Fig. 1: signal wires on met1
(6 px per um) Supply wires on this layer in grey. Cells faint in the background.
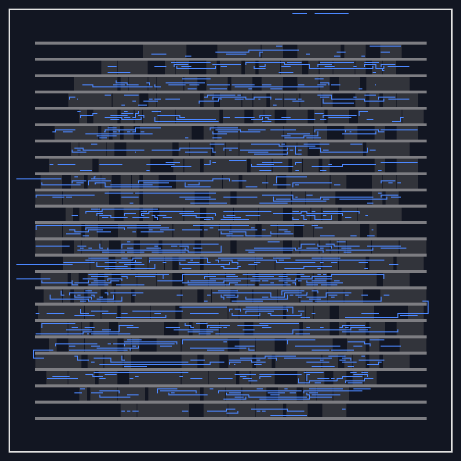
Fig. 2: signal wires on met2
(6 px per um)
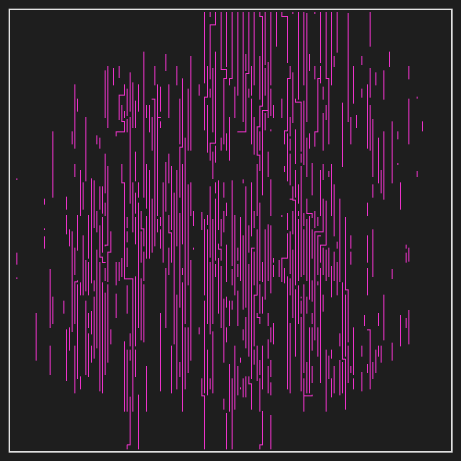
Fig. 3: the metal 3 layer
(8 px per um) Cells faint in the background.
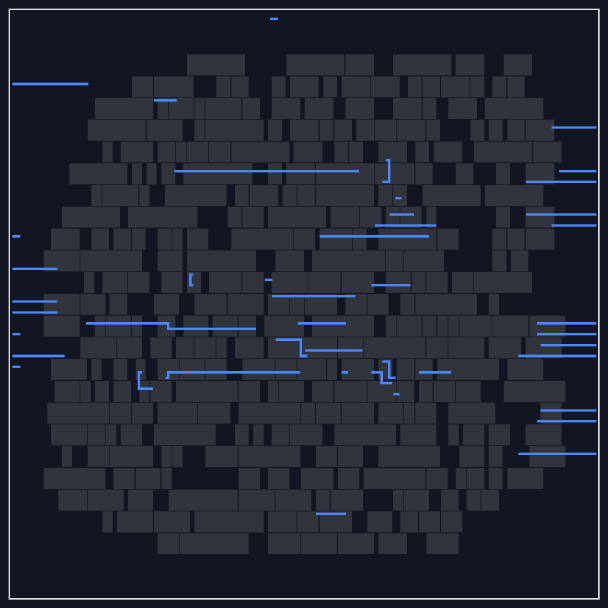
[src/rtl/vga_timing_ctrl_pkg.sv]
// Shared VGA definitions: default 640x480@60 timing, the RGB 4:4:4 pixel
// type and the colour-bar lookup used by the optional test pattern
// (VGA_TEST_PATTERN_EN).
package vga_pack;

    // Default 640x480@60 timing, counted in pixels and lines
    localparam int unsigned VGA_H_VISIBLE = 640;
    localparam int unsigned VGA_H_FRONT   = 16;
    localparam int unsigned VGA_H_SYNC    = 96;
    localparam int unsigned VGA_H_BACK    = 48;
    localparam int unsigned VGA_H_TOTAL   = VGA_H_VISIBLE + VGA_H_FRONT
                                          + VGA_H_SYNC + VGA_H_BACK;

    localparam int unsigned VGA_V_VISIBLE = 480;
    localparam int unsigned VGA_V_FRONT   = 10;
    localparam int unsigned VGA_V_SYNC    = 2;
    localparam int unsigned VGA_V_BACK    = 33;
    localparam int unsigned VGA_V_TOTAL   = VGA_V_VISIBLE + VGA_V_FRONT
                                          + VGA_V_SYNC + VGA_V_BACK;

    // Counters are fixed at 10 bits
    localparam int unsigned VGA_CNT_W = 10;

    // One pixel as it travels to the DAC
    typedef struct packed {
        logic [3:0] r;
        logic [3:0] g;
        logic [3:0] b;
    } rgb444_t;

    // Eight vertical bars, bar 0 in the least significant slot:
    // white, yellow, cyan, green, magenta, red, blue, black
    localparam logic [8*12-1:0] VGA_BAR_LUT = {
        12'h000, 12'h00F, 12'hF00, 12'hF0F,
        12'h0F0, 12'h0FF, 12'hFF0, 12'hFFF
    };

    // Colour of bar number idx
    function automatic rgb444_t bar_colour(input logic [2:0] idx);
        return rgb444_t'(VGA_BAR_LUT[32'(idx) * 12 +: 12]);
    endfunction

endpackage

[src/rtl/vga_pixel_tick.sv]
// Pixel-rate enable generator: a 0..CLK_DIV-1 divider that raises
// pixel_tick for one system clock while the divider sits at CLK_DIV-1.
// The tick is registered so it is low during reset even when CLK_DIV=1.
module vga_pixel_tick #(
    parameter int unsigned CLK_DIV = 4
) (
    input  logic clk,
    input  logic rst,
    output logic pixel_tick
);

    localparam logic [3:0] DIV_LAST = 4'(CLK_DIV - 1);

    logic [3:0] div_q;
    logic [3:0] div_d;
    logic       tick_q;
    logic       tick_d;

    // Next divider value and whether that value is the tick slot
    always_comb begin
        div_d = div_q + 4'd1;
        if (div_q == DIV_LAST) begin
            div_d = '0;
        end
        tick_d = (div_d == DIV_LAST);
    end

    // Divider and tick registers
    always_ff @(posedge clk) begin
        if (rst) begin
            div_q  <= '0;
            tick_q <= 1'b0;
        end else begin
            div_q  <= div_d;
            tick_q <= tick_d;
        end
    end

    assign pixel_tick = tick_q;

endmodule

[src/rtl/vga_timing_ctrl.sv]
// VGA timing controller and DAC output stage. Generates the pixel position
// from a divided pixel tick, tells the upstream source which pixel to
// supply, and registers sync and colour one pixel period later so they
// stay mutually aligned at the DAC.
// Optional feature: define VGA_TEST_PATTERN_EN to add the test_mode input
// that replaces data_in with eight vertical colour bars.
module vga_timing_ctrl
    import vga_pack::*;
#(
    parameter int unsigned CLK_DIV   = 4,
    parameter int unsigned H_VISIBLE = VGA_H_VISIBLE,
    parameter int unsigned H_FRONT   = VGA_H_FRONT,
    parameter int unsigned H_SYNC    = VGA_H_SYNC,
    parameter int unsigned H_BACK    = VGA_H_BACK,
    parameter int unsigned V_VISIBLE = VGA_V_VISIBLE,
    parameter int unsigned V_FRONT   = VGA_V_FRONT,
    parameter int unsigned V_SYNC    = VGA_V_SYNC,
    parameter int unsigned V_BACK    = VGA_V_BACK,
    parameter logic        SYNC_POL  = 1'b0
) (
    input  logic        clk,
    input  logic        rst,
    input  logic [11:0] data_in,
`ifdef VGA_TEST_PATTERN_EN
    input  logic        test_mode,
`endif
    output logic        pixel_tick,
    output logic [9:0]  pixel_x,
    output logic [9:0]  pixel_y,
    output logic        video_on,
    output logic        frame_start,
    output logic        hsync,
    output logic        vsync,
    output logic [3:0]  red,
    output logic [3:0]  green,
    output logic [3:0]  blue
);

    localparam int unsigned H_TOTAL = H_VISIBLE + H_FRONT + H_SYNC + H_BACK;
    localparam int unsigned V_TOTAL = V_VISIBLE + V_FRONT + V_SYNC + V_BACK;

    localparam logic [VGA_CNT_W-1:0] H_LAST   = VGA_CNT_W'(H_TOTAL - 1);
    localparam logic [VGA_CNT_W-1:0] V_LAST   = VGA_CNT_W'(V_TOTAL - 1);
    localparam logic [VGA_CNT_W-1:0] H_VIS    = VGA_CNT_W'(H_VISIBLE);
    localparam logic [VGA_CNT_W-1:0] V_VIS    = VGA_CNT_W'(V_VISIBLE);
    localparam logic [VGA_CNT_W-1:0] HS_START = VGA_CNT_W'(H_VISIBLE + H_FRONT);
    localparam logic [VGA_CNT_W-1:0] HS_END   = VGA_CNT_W'(H_VISIBLE + H_FRONT + H_SYNC - 1);
    localparam logic [VGA_CNT_W-1:0] VS_START = VGA_CNT_W'(V_VISIBLE + V_FRONT);
    localparam logic [VGA_CNT_W-1:0] VS_END   = VGA_CNT_W'(V_VISIBLE + V_FRONT + V_SYNC - 1);

    logic                 tick;
    logic [VGA_CNT_W-1:0] h_q;
    logic [VGA_CNT_W-1:0] h_d;
    logic [VGA_CNT_W-1:0] v_q;
    logic [VGA_CNT_W-1:0] v_d;
    logic                 vis;
    logic                 hs_active;
    logic                 vs_active;
    rgb444_t              src_colour;
    rgb444_t              rgb_q;
    rgb444_t              rgb_d;
    logic                 hsync_q;
    logic                 hsync_d;
    logic                 vsync_q;
    logic                 vsync_d;

    vga_pixel_tick #(
        .CLK_DIV (CLK_DIV)
    ) u_pixel_tick (
        .clk        (clk),
        .rst        (rst),
        .pixel_tick (tick)
    );

    // Raster position: advance one pixel per tick, line and frame wrap together
    always_comb begin
        h_d = h_q;
        v_d = v_q;
        if (tick) begin
            if (h_q == H_LAST) begin
                h_d = '0;
                if (v_q == V_LAST) begin
                    v_d = '0;
                end else begin
                    v_d = v_q + 1'b1;
                end
            end else begin
                h_d = h_q + 1'b1;
            end
        end
    end

    // Raster position registers
    always_ff @(posedge clk) begin
        if (rst) begin
            h_q <= '0;
            v_q <= '0;
        end else begin
            h_q <= h_d;
            v_q <= v_d;
        end
    end

    // Position decode for the current pixel, straight from the counters
    always_comb begin
        vis       = (h_q < H_VIS) && (v_q < V_VIS);
        hs_active = (h_q >= HS_START) && (h_q <= HS_END);
        vs_active = (v_q >= VS_START) && (v_q <= VS_END);
    end

    // Colour source: upstream pixel, or the bar pattern when selected
    always_comb begin
        src_colour = rgb444_t'(data_in);
`ifdef VGA_TEST_PATTERN_EN
        if (test_mode) begin
            src_colour = bar_colour(h_q[9:7]);
        end
`endif
    end

    // Values the output stage captures on the next tick
    always_comb begin
        rgb_d   = vis ? src_colour : '0;
        hsync_d = hs_active ? SYNC_POL : ~SYNC_POL;
        vsync_d = vs_active ? SYNC_POL : ~SYNC_POL;
    end

    // Output stage: syncs and colour captured together once per pixel
    always_ff @(posedge clk) begin
        if (rst) begin
            rgb_q   <= '0;
            hsync_q <= ~SYNC_POL;
            vsync_q <= ~SYNC_POL;
        end else if (tick) begin
            rgb_q   <= rgb_d;
            hsync_q <= hsync_d;
            vsync_q <= vsync_d;
        end
    end

    assign pixel_tick  = tick;
    assign pixel_x     = h_q;
    assign pixel_y     = v_q;
    assign video_on    = vis;
    assign frame_start = tick && (h_q == '0) && (v_q == '0);
    assign hsync       = hsync_q;
    assign vsync       = vsync_q;
    assign red         = rgb_q.r;
    assign green       = rgb_q.g;
    assign blue        = rgb_q.b;

endmodule

[config.mk]
export PLATFORM = sky130hd
export DESIGN_NAME = vga_timing_ctrl
export DESIGN_NICKNAME = d
export VERILOG_FILES = /design/src/rtl/vga_timing_ctrl_pkg.sv /design/src/rtl/vga_pixel_tick.sv /design/src/rtl/vga_timing_ctrl.sv
export SDC_FILE = /design/constraint.sdc
export NUM_CORES = 1
export LEC_CHECK = 0
export CAP_MARGIN = 20
export CORE_MARGIN = 4
export CORE_UTILIZATION = 43
export DETAILED_ROUTE_END_ITERATION = 8
export HOLD_SLACK_MARGIN = 0.05
export MAX_ROUTING_LAYER = met4
export PLACE_DENSITY = 0.76
export SKIP_CTS_REPAIR_TIMING = 1
export SYNTH_ARGS = -nofsm -noshare
export SYNTH_HDL_FRONTEND = slang
export SYNTH_SLANG_ARGS = --single-unit
[constraint.sdc]
create_clock -name clk -period 1.6 [get_ports clk]
set_clock_uncertainty 0.05 [all_clocks]
set_input_delay 0.32 -clock clk [delete_from_list [all_inputs] [get_ports clk]]
set_output_delay 0.32 -clock clk [all_outputs]
set_load 0.005 [all_outputs]
==> flow_metrics.py <==
# Metrics from the implementation run
metrics = {
    "sta": {
        "finalSetupTns_ns": -0.729,
        "setup_violations": 9,
        "relSlewSlack": 0.764,
        "setup_slack_ns": -0.126,
        "holdWs_ns": 0.423,
        "hold_viol_final": 0,
    },
    "floorplan": {
        "fp-utilization": 0.452,
        "die_area_um2": 5400,
        "die_w_um": 73.5,
        "n_tap_cell": 50,
        "fp.dieH_um": 73.5,
        "coreArea_um2": 4090,
    },
    "run_status": {
        "outcome": "complete, but fails checks",
        "failed_checks": "negative setup slack",
    },
    "worst_setup_path": {
        "path_buffers": 1,
        "critPathRequiredTime_ns": 1.77,
        "cp.depth": 5,
        "reg2reg_to": "pixel_y[9]",
        "crit_family": "simple AND/OR/NAND/NOR gates",
        "critPathLaunch": "pixel_x[7]",
        "endpoint": "pixel_y[9]",
        "crit_chain": "buf_6 > and3b_2 > nand4_4 > or4_4 > a21oi_2",
        "r2r_cells": 5,
        "cpPeakStageDelay_ns": 0.52,
        "critPathArrivalTime_ns": 1.90,
        "crit_path_max_fanout": 6,
        "critPathKind": "register to register",
        "slowest_stage": "or4_4",
    },
    "detailed_routing": {
        "ant_nets": 0,
        "met2_length_mm": 3.03,
        "wire_per_inst_um": 15.7,
        "wl_met1_mm": 2.26,
        "first_pass_iters": 4,
        "drc": 0,
        "drt_iter0_drc": 156,
    },
    "final_layout": {
        "logic_area_um2": 1110,
        "final_util": 0.755,
        "seq_share": 0.266,
        "final_common_cell": "buf_4",
        "inverters": 6,
        "sh_comb_area": 0.359,
        "nClkBuffers": 7,
        "logic_gates": 156,
        "buf_share": 0.321,
        "layout.cells.non_filler": 362,
    },
    "yosys": {
        "ys_sh_xor": 0.0569,
        "ys_sh_adder": 0.0407,
        "common_cells": "dfxtp_1 (39), a21oi_1 (20), nand3_1 (20)",
        "yosys_area_um2": 1850,
        "aoi_share": 0.105,
        "netlist_area_um2": 1850,
        "synthMuxAreaShare": 0.0115,
        "ys_sh_simple": 0.315,
        "most_common_cell": "dfxtp_1",
        "synth-main-ff-cell": "dfxtp_1",
        "yosys_warnings": 0,
        "synth_top_area_share": 0.423,
        "synthCells": 213,
        "yosys.stat.seqShare": 0.423,
        "yosysUniqueCellTypes": 39,
        "ys.flops": 39,
    },
    "run": {
        "warnings": 30,
    },
    "worst_hold_path": {
        "hp-class": "register to register",
        "hold_path_startpoint": "red[3]",
    },
    "power": {
        "p_per_area_nw_per_um2": 594,
        "power.total_mw": 1.83,
        "p_comb_frac": 0.099,
        "p_clk_mw": 0.650,
    },
    "grt": {
        "gr-max-usage-layer": "met2",
        "grt_pass1_wl_mm": 8.18,
    },
    "clock_tree": {
        "clk_path_buf_depth": 2,
        "cts_root_buf": "clkbuf_8",
    },
    "placed_design": {
        "dp_slack_ns": -0.254,
    },
}
-- Fig. 1 (at the start) --
The layer holds 40% of the routed length. The wires run mostly horizontal. 299 nets have wire on it. The longest straight run is 22.1 um. The layer carries 2260 um of wire.
via count: 1954
GR Layer Usage met1: 0.240

-- Fig. 2 (at the start) --
The layer holds 53% of the routed length. 288 nets have wire on it. The wires run mostly vertical. The layer carries 3030 um of wire. The longest straight run is 30.9 um.
met2 usage: 0.330
Routed WL: 5.69 mm

-- Fig. 3 (at the start) --
The wires run mostly horizontal. The layer carries 265 um of wire. 36 nets have wire on it. The longest straight run is 22.8 um. The layer holds 4.7% of the routed length.
met3 usage: 0.0534

Power is estimated from default activity; no workload was simulated.
